run_1/metal_stack.png
Only two layers are drawn.
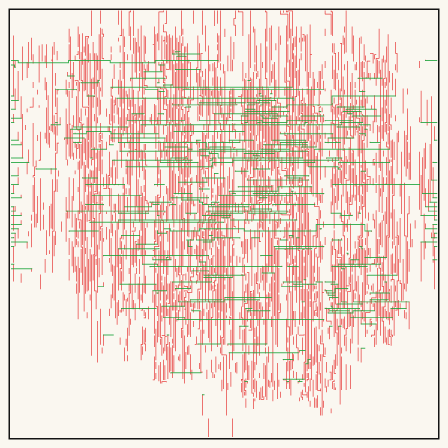
run_1/zoom.png
The bar under the picture is 10 um long. Window x 51 to 81, y 51 to 81 um. Cells in gray, sequential cells in the stronger gray; small squares are vias.
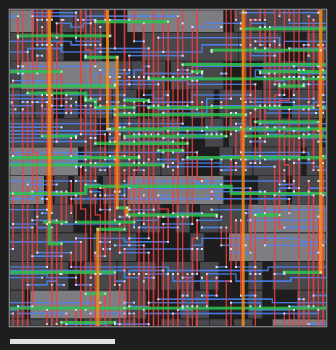
run_1/met4.png
Supply wires on this layer in gray.
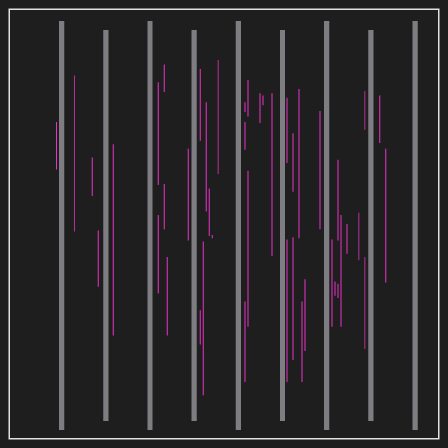
==> src/rtl/muldiv_seq.sv <==
// rtl/muldiv_seq.sv - multi-cycle signed shift-add multiplier / restoring divider
module muldiv_seq #(
  parameter int WIDTH = 16
) (
  input  logic             clk,
  input  logic             rst_n,
  input  logic             start,
  input  logic             op,
  input  logic [WIDTH-1:0] a,
  input  logic [WIDTH-1:0] b,
  output logic             busy,
  output logic             done,
  output logic [WIDTH-1:0] res_hi,
  output logic [WIDTH-1:0] res_lo,
  output logic             div_zero
);

  localparam int CW = $clog2(WIDTH);

  typedef enum logic [2:0] {
    S_IDLE,
    S_LOAD,
    S_RUN,
    S_FIX,
    S_DONE
  } state_t;

  state_t             state, state_nx;
  logic               op_r;
  logic [WIDTH-1:0]   a_r, b_r;
  // MPY: |multiplicand|; DIV: |divisor|
  logic [WIDTH-1:0]   mag;
  logic               sign_p, sign_r;
  logic [CW-1:0]      cnt;
  // MPY: running product hi:multiplier; DIV: remainder:quotient
  logic [2*WIDTH-1:0] acc;

  logic               last_iter, b_zero;
  logic [WIDTH-1:0]   abs_a, abs_b;
  logic [WIDTH:0]     mpy_sum, div_trial;
  logic [2*WIDTH-1:0] prod_fix;
  logic [WIDTH-1:0]   quo_fix, rem_fix;

  assign last_iter = (cnt == CW'(WIDTH - 1));
  assign b_zero    = (b_r == '0);
  // The most negative value negates to itself, which read unsigned is its magnitude
  assign abs_a     = a_r[WIDTH-1] ? -a_r : a_r;
  assign abs_b     = b_r[WIDTH-1] ? -b_r : b_r;
  assign mpy_sum   = {1'b0, acc[2*WIDTH-1:WIDTH]} + {1'b0, mag};
  assign div_trial = {1'b0, acc[2*WIDTH-2:WIDTH-1]} - {1'b0, mag};
  assign prod_fix  = sign_p ? -acc : acc;
  assign quo_fix   = sign_p ? -acc[WIDTH-1:0] : acc[WIDTH-1:0];
  assign rem_fix   = sign_r ? -acc[2*WIDTH-1:WIDTH] : acc[2*WIDTH-1:WIDTH];

  // State register
  always_ff @(posedge clk or negedge rst_n) begin
    if (!rst_n) state <= S_IDLE;
    else        state <= state_nx;
  end

  // Next-state decode; divide-by-zero skips the iteration entirely
  always_comb begin
    state_nx = state;
    case (state)
      S_IDLE:  if (start) state_nx = S_LOAD;
      S_LOAD:  state_nx = (op_r && b_zero) ? S_DONE : S_RUN;
      S_RUN:   if (last_iter) state_nx = S_FIX;
      S_FIX:   state_nx = S_DONE;
      S_DONE:  state_nx = S_IDLE;
      default: state_nx = S_IDLE;
    endcase
  end

  // Datapath, result registers and registered busy/done flags
  always_ff @(posedge clk or negedge rst_n) begin
    if (!rst_n) begin
      busy     <= 1'b0;
      done     <= 1'b0;
      div_zero <= 1'b0;
      res_hi   <= '0;
      res_lo   <= '0;
      op_r     <= 1'b0;
      a_r      <= '0;
      b_r      <= '0;
      mag      <= '0;
      sign_p   <= 1'b0;
      sign_r   <= 1'b0;
      cnt      <= '0;
      acc      <= '0;
    end else begin
      busy <= (state_nx == S_LOAD) || (state_nx == S_RUN) || (state_nx == S_FIX);
      done <= (state_nx == S_DONE);
      case (state)
        S_IDLE: begin
          if (start) begin
            op_r     <= op;
            a_r      <= a;
            b_r      <= b;
            div_zero <= 1'b0;
          end
        end
        S_LOAD: begin
          sign_p <= a_r[WIDTH-1] ^ b_r[WIDTH-1];
          sign_r <= a_r[WIDTH-1];
          cnt    <= '0;
          if (op_r) begin
            mag <= abs_b;
            acc <= {{WIDTH{1'b0}}, abs_a};
          end else begin
            mag <= abs_a;
            acc <= {{WIDTH{1'b0}}, abs_b};
          end
          if (op_r && b_zero) begin
            res_hi   <= a_r;
            res_lo   <= '1;
            div_zero <= 1'b1;
          end
        end
        S_RUN: begin
          cnt <= cnt + 1'b1;
          if (!op_r) begin
            // Add multiplicand into the high half when the multiplier LSB is set, then shift right
            acc <= acc[0] ? {mpy_sum, acc[WIDTH-1:1]} : {1'b0, acc[2*WIDTH-1:1]};
          end else begin
            // Borrow out of the trial subtract means restore (keep the shifted value)
            acc <= div_trial[WIDTH] ? {acc[2*WIDTH-2:0], 1'b0}
                                    : {div_trial[WIDTH-1:0], acc[WIDTH-2:0], 1'b1};
          end
        end
        S_FIX: begin
          if (op_r) begin
            res_hi <= rem_fix;
            res_lo <= quo_fix;
          end else begin
            {res_hi, res_lo} <= prod_fix;
          end
        end
        default: ;
      endcase
    end
  end

endmodule

==> config.mk <==
export PLATFORM = sky130hd
export DESIGN_NAME = muldiv_seq
export DESIGN_NICKNAME = d
export VERILOG_FILES = /design/src/rtl/muldiv_seq.sv
export SDC_FILE = /design/constraint.sdc
export NUM_CORES = 1
export LEC_CHECK = 0
export CAP_MARGIN = 25
export CORE_MARGIN = 2
export CORE_UTILIZATION = 55
export DETAILED_ROUTE_END_ITERATION = 6
export MAX_ROUTING_LAYER = met4
export PLACE_DENSITY = 0.87
export REMOVE_ABC_BUFFERS = 1
export SETUP_SLACK_MARGIN = 0.15
export SLEW_MARGIN = 20
export SYNTH_ARGS = -nofsm -noshare
export SYNTH_HDL_FRONTEND = slang
export SYNTH_SLANG_ARGS = --single-unit
==> constraint.sdc <==
create_clock -name clk -period 4.4 [get_ports clk]
set_input_delay 0.44 -clock clk [delete_from_list [all_inputs] [get_ports clk]]
set_output_delay 0.44 -clock clk [all_outputs]
set_load 0.02 [all_outputs]
==> results.tsv, run 1 <==
metric	value	unit
clk buf depth	2	
net switching power	5000	uW
vias per inst	6.57	
initial DRC count	1189	
Worst path depth	8	
worst path cell trace	nor4_1 -> nand2_1 -> nor4_1 -> and2_2 -> buf_4 -> nor2b_1 -> a211oi_1 -> a21oi_1	
inverters	36	
CTS Sinks	125	
die width	131	um
Seq cells	125	
Yosys Instances	1039	
status	finished, final reports clean	
cell mode on critical path	nor4_1	
Crit. End Element	flop	
number of non-clock buffers in the layout	83	
sequential share of power	0.252	
Comb. pwr	6100	uW
final design utilization	0.653	
Min Hold Slack	0.0966	ns
CTS buffer count	17	
top logic cell by instance count in the layout	dfrtp_1	
sequential cell area share	0.302	
Switching Fraction	0.491	
core box area	15900	um2
unrepaired setup endpoints after global routing	no	
Top cells excl fill/tap	dfrtp_1 (124), nand2_1 (108), a21oi_1 (89), o21ai_0 (78), clkdlybuf4s50_1 (69)	
setup TNS	0	ns
Worst R2R End	res_hi[11]	
CLK BUF	19	
Pwr Total	10200	uW
count leader, synth	dfrtp_1	
Peak VDD IR	508	uV
slowest CP cell	nor4_1	
first-pass GRT wire length	43000	um
## Picture notes: metal_stack.png
[green] met3 | wire length: 2,470 um
[red] met2 | wire length: 12,500 um
wire length per cell: 20.9 um
via count: 8,518

## Picture notes: zoom.png
[orange] met4
[red] met2
[blue] met1
[green] met3
cells with their middle in the window: 86
netlist names of flops here include: `acc` (3), `res_hi` (2)
most frequent: nand2_1 (11), a21oi_1 (9), nor2_1 (9)
sequential cells in the window: 7

## Picture notes: met4.png
nets with wire on the layer: 33
longest straight run: 58.5 um
wire length on this layer: 1,050 um
routed wire length: 27,000 um

## run 1: cells by family after synthesis
family / count (synthesis)
muxes: 63
xor gates and xnor gates: 74
AOI/OAI and AO/OA: 316
DFF: 125
buffers and inverters: 109
adders and majority gates: 39
and+or+nand+nor: 313
## run 1: sequential cells by signal (all words and copies together), names as in the netlist
signal	flops
acc	32
a_r	16
b_r	16
mag	16
res_hi	16
res_lo	16
cnt	4
state	3
busy	1
div_zero	1
done	1
op_r	1
sign_p	1
sign_r	1
## run 1: layer usage
layer / up-vias / global-route usage / part of all wire
li1: 3856 / - / -
met3: 98 / 0.0772 / 0.091
met4: 0 / 0.127 / 0.039
met1: 4063 / 0.415 / 0.41
met5: - / - / 0
met2: 501 / 0.488 / 0.46
## Run 2: what changed since run 1
Clock period 4.4 ns to 3.6 ns, I/O delays scaled along.
run_2/zoom.png
The bar under the picture is 10 um long. Window x 51 to 81, y 51 to 81 um. Cells in gray, sequential cells in the stronger gray; small squares are vias.
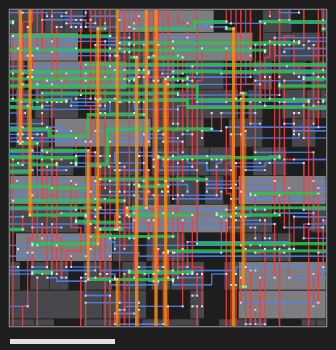
[green] met3
[blue] met1
[orange] met4
[red] met2
most frequent: nand2_1 (11), dfrtp_1 (11), o21ai_0 (8)
cells with their middle in the window: 75
netlist names of flops here include: `acc` (7), `mag` (3)
sequential cells in the window: 11

run_2/met4.png
Supply wires on this layer in gray.
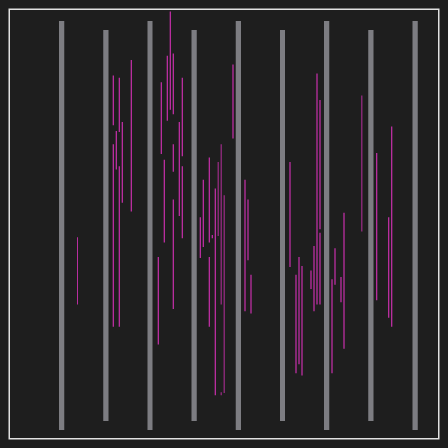
nets with wire on the layer: 40
longest straight run: 70.7 um
share of all routed wire: 5.4%
wire length on this layer: 1,420 um
main direction: vertical
routed wire length: 26,300 um
via count: 8,521

==> results.tsv, run 2 <==
metric	value	unit	change
GR peak layer	met2		
Comb. pwr	7480	uW	+23%
net switching power	5970	uW	+20%
Yosys Instances	1039		unchanged
slowest CP cell	nor4_1		
WL met1	10400	um	-6.2%
routing usage on met2	0.464		-0.0241
largest reg by FF count	acc		
sequential share of power	0.249		-0.003
failing checks	DRC, hold timing		
Largest register FFs	32		unchanged
Final Hold Vio Count	5		
Worst R2R End	res_hi[1]		
total length of routed met2 wires	11900	um	-4.8%
Min Hold Slack	-0.0151	ns	-0.112 ns
met1 usage	0.394		-0.0203
Peak VDD IR	564	uV	+11%
status	finished with violations		
DR DRC count	2		
Worst path depth	8		unchanged
run_2/final_clocks.png
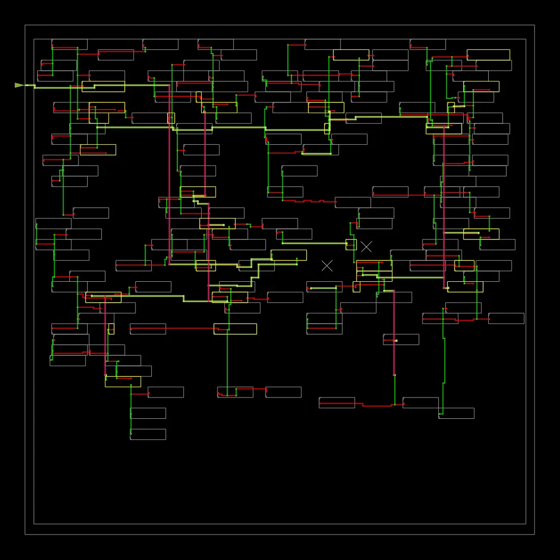
clk_lat worst skew: 0.43 ns
CTS Sinks: 125
Seq cells: 125
CTS buffer count: 17
CLK BUF: 23

[run 2: cell counts after synthesis]
Identical to the previous run, type by type.
[run 2: worst reg2reg max path, cell delays in order (launching register included)]
cell      delay [ns]
dfrtp_1         0.45
nor4_1          0.65
nand2_1         0.21
nor4_1          0.62
and2_4          0.47
buf_4           0.25
nor2b_1         0.06
a211oi_1        0.23
a21oi_1         0.07
[run 2: layout make-up]
class,count,area [um2],area share
clock inverter,7,113,0.0108
multi-input combinational,805,5400,0.520
timing repair buffer,90,865,0.0832
antenna,1,2.50,0.000241
tap,216,270,0.0260
clock buffer,23,478,0.0460
sequential,125,3130,0.301
inverter,36,135,0.0130
No activity file was given, so power comes from the tool's default toggle rates.
